File: config.mk
export PLATFORM = sky130hd
export DESIGN_NAME = config_chain_loader
export DESIGN_NICKNAME = d
export VERILOG_FILES = /design/src/rtl/config_chain_loader.sv
export SDC_FILE = /design/constraint.sdc
export NUM_CORES = 1
export LEC_CHECK = 0
export CORE_MARGIN = 2
export CORE_UTILIZATION = 30
export CTS_CLUSTER_SIZE = 8
export DETAILED_ROUTE_END_ITERATION = 6
export GPL_TIMING_DRIVEN = 0
export MAX_ROUTING_LAYER = met4
export PLACE_DENSITY_LB_ADDON = 0.3
export SLEW_MARGIN = 20
export SYNTH_ARGS = -nofsm -noshare
export SYNTH_HDL_FRONTEND = slang
export SYNTH_SLANG_ARGS = --single-unit
File: constraint.sdc
create_clock -name i_clock -period 2.32 [get_ports i_clock]
set_input_delay 0.696 -clock i_clock [delete_from_list [all_inputs] [get_ports i_clock]]
set_output_delay 0.696 -clock i_clock [all_outputs]
set_load 0.005 [all_outputs]
File: src/rtl/config_chain_loader.sv
// config_chain_loader: streams bitstream words MSB-first into a serial config chain while capturing its old contents as readback words.
module config_chain_loader #(
  parameter int CHAIN_LENGTH = 146,
  parameter int WORD_WIDTH   = 32
) (
  input  logic                  i_clock,
  input  logic                  i_reset,
  input  logic                  i_start,
  output logic                  o_busy,
  output logic                  o_done,
  input  logic [WORD_WIDTH-1:0] i_word_in,
  input  logic                  i_word_valid,
  output logic                  o_word_ready,
  output logic                  o_chain_data_out,
  output logic                  o_chain_enable,
  output logic                  o_chain_nreset,
  input  logic                  i_chain_data_in,
  output logic [WORD_WIDTH-1:0] o_readback_word,
  output logic                  o_readback_valid,
  input  logic                  i_readback_ready
);
  localparam int BW = $clog2(WORD_WIDTH + 1);
  localparam int TW = $clog2(CHAIN_LENGTH + 1);
  typedef enum logic [2:0] {IDLE, FETCH, SHIFT, FLUSH, DONE} state_t;
  state_t                r_state;
  logic [WORD_WIDTH-1:0] r_shift, r_readback;
  logic [BW-1:0]         r_bit;
  logic [TW-1:0]         r_total;
  logic                  r_busy, r_done, r_word_ready, r_data_out, r_enable, r_nreset, r_readback_valid;
  logic                  w_last_bit, w_last_word;
  logic [BW-1:0]         w_sh;
  logic [WORD_WIDTH-1:0] w_capture;
  // a word ends on a full word or on the final chain bit, whichever comes first
  assign w_last_bit  = (r_bit == BW'(WORD_WIDTH - 1)) || (r_total == TW'(CHAIN_LENGTH - 1));
  assign w_last_word = r_total == TW'(CHAIN_LENGTH);
  assign w_sh        = BW'(WORD_WIDTH - 1) - r_bit;
  assign w_capture   = {{(WORD_WIDTH-1){1'b0}}, i_chain_data_in} << w_sh;
  always_ff @(posedge i_clock) begin
    if (i_reset) begin
      r_state          <= IDLE;
      r_shift          <= '0;
      r_readback       <= '0;
      r_bit            <= '0;
      r_total          <= '0;
      r_busy           <= 1'b0;
      r_done           <= 1'b0;
      r_word_ready     <= 1'b0;
      r_data_out       <= 1'b0;
      r_enable         <= 1'b0;
      r_nreset         <= 1'b0;
      r_readback_valid <= 1'b0;
    end else begin
      r_nreset <= 1'b1;
      case (r_state)
        IDLE: if (i_start) begin
          r_state      <= FETCH;
          r_busy       <= 1'b1;
          r_word_ready <= 1'b1;
          r_total      <= '0;
        end
        FETCH: if (i_word_valid) begin
          r_state      <= SHIFT;
          r_word_ready <= 1'b0;
          r_enable     <= 1'b1;
          r_data_out   <= i_word_in[WORD_WIDTH-1];
          r_shift      <= {i_word_in[WORD_WIDTH-2:0], 1'b0};
          r_bit        <= '0;
          r_readback   <= '0;
        end
        SHIFT: begin
          r_total    <= r_total + 1'b1;
          r_bit      <= r_bit + 1'b1;
          r_readback <= r_readback | w_capture;
          r_data_out <= w_last_bit ? 1'b0 : r_shift[WORD_WIDTH-1];
          r_shift    <= {r_shift[WORD_WIDTH-2:0], 1'b0};
          if (w_last_bit) begin
            r_state          <= FLUSH;
            r_enable         <= 1'b0;
            r_readback_valid <= 1'b1;
          end
        end
        FLUSH: if (i_readback_ready) begin
          r_readback_valid <= 1'b0;
          r_state          <= w_last_word ? DONE : FETCH;
          r_done           <= w_last_word;
          r_word_ready     <= !w_last_word;
        end
        DONE: begin
          r_state <= IDLE;
          r_done  <= 1'b0;
          r_busy  <= 1'b0;
        end
        default: r_state <= IDLE;
      endcase
    end
  end
  assign o_busy           = r_busy;
  assign o_done           = r_done;
  assign o_word_ready     = r_word_ready;
  assign o_chain_data_out = r_data_out;
  assign o_chain_enable   = r_enable;
  assign o_chain_nreset   = r_nreset;
  assign o_readback_word  = r_readback;
  assign o_readback_valid = r_readback_valid;
endmodule

The metal 3 layer:
Bar = 20 um.
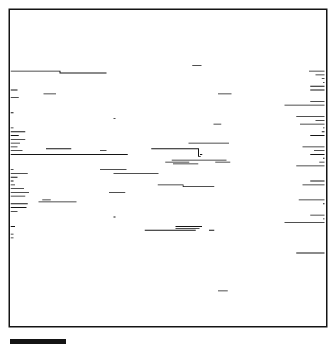
share of all routed wire = 5.1%
nets with wire on the layer = 72

Sequential cells grouped by signal name:
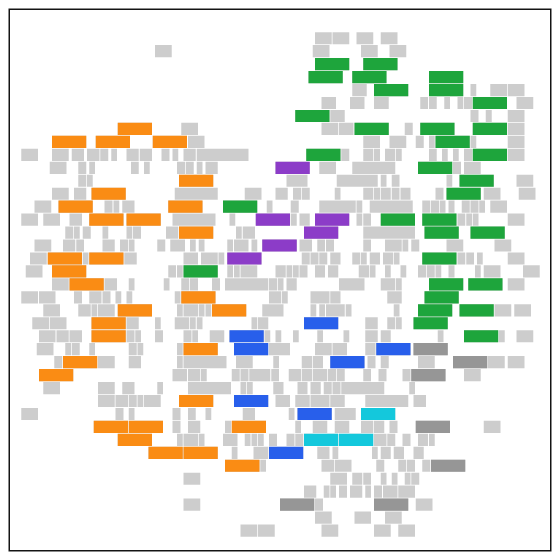
`r_total` -> blue  # flops 8
`r_bit` -> purple  # flops 6, where middle
`r_shift` -> orange  # flops 31
`r_state` -> cyan  # flops 3
`o_readback_word` -> green  # flops 32
not coloured = 7

Routing congestion:
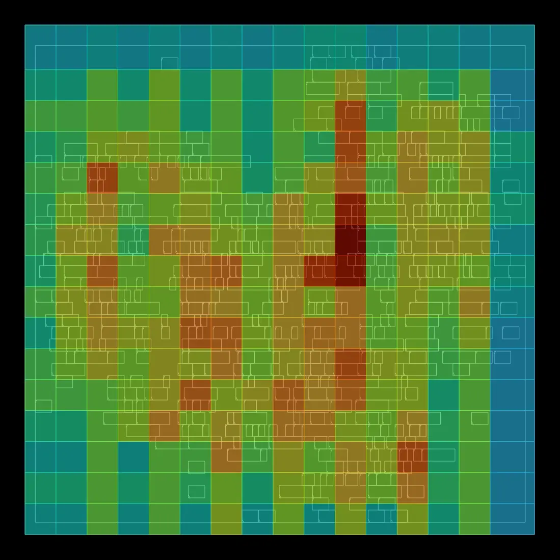
global routing usage summed across all routing layers: 15.5%
busiest layer in global routing: met2
met3 track demand over resource: 2.55%
GR Util met2: 23.9%

Selected gate families:
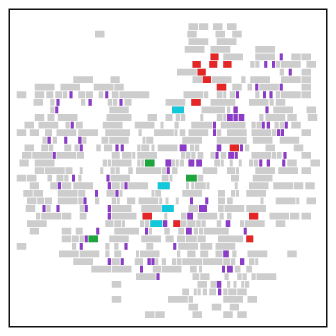
adder and majority cells -> cyan  # cells 4, where middle
NAND gates -> purple  # cells 88
AND-OR and OR-AND gates -> red  # cells 13
multiplexers -> green  # cells 3

==> impl_metrics.yaml <==
# generated from flow reports
status:
  status: "finished, final reports clean"
finish:
  share_of_layout_cells_above_drive_strength_1_pct: 8.32
  final.signal_buffer_count: 106
  reg_area_sq_um: 1740
  finalCoreUtilization_pct: 42.0
  layout.comb_gates.multi_input: 287
  layout.cells.non_filler: 648
  largest_register_ff_count: 32
floorplanning:
  dieHeight_um: 113
  n_tap_cell: 143
  io-pin-count: 77
critical_path:
  crit_fanout: 10
  worstPathCellList: "clkdlybuf4s50_1, nor4bb_1, buf_4, buf_2, nand2_1, a311oi_1"
  depth_of_the_worst_register_to_register_path: 5
  critPathArrivalTime_ns: 2.40
  critical_path_cell_count: 6
timing:
  timing.fmax_ghz: 0.462
  fin_worst_hold_slack_ns: 0.457
  period_used_pct: 93.4
clock_tree:
  postCtsResizedCells: 0
  cts_max_level: 3
  cts_max_path_buffers: 2
  cts.root.buffer_cell: "clkbuf_16"
synthesis:
  postSynthNetCount: 456
  synth-main-ff-cell: "dfxtp_1"
  ys_chip_area_sq_um: 3590
  synth-seq-area-share_pct: 48.5
  synth.top_cells.by_count: "87 x dfxtp_1, 69 x nand2_1, 40 x a21oi_1"
grt:
  gr-total-overflow: 0
hold_path:
  hold_class: "reg -> reg"
  hold_path_depth: 2
power:
  share_seq_of_total_power_pct: 45.0
  ir_drop_v: 0.000378
job:
  timing.max_cap.violations: 0
place:
  dpl.hpwl_mm: 7.01
routing:
  finalWirelength_mm: 9.72
  drt.antenna.violating_nets: 0
## metal layers
layer / GRT usage (%) / vias to the layer above / wire [um]
li1: - / 1664 / -
met1: 21.0 / 1591 / 4810
met5: - / - / 0
met2: 23.9 / 101 / 4290
met4: 4.96 / 0 / 133
met3: 2.55 / 10 / 497
## path summary, 6_finish.rpt
| check | start | endpoint | slack, ns |
|---|---|---|---|
| worst max register to register | r_state[1] | r_total[6] | 0.65 |
| worst min register to register | r_shift[21] | r_shift[21] | 0.46 |
| worst max-delay path | i_word_valid | r_shift[29] | 0.15 |
| worst min-delay path | r_shift[21] | r_shift[21] | 0.46 |
Power and IR drop assume default switching activity.
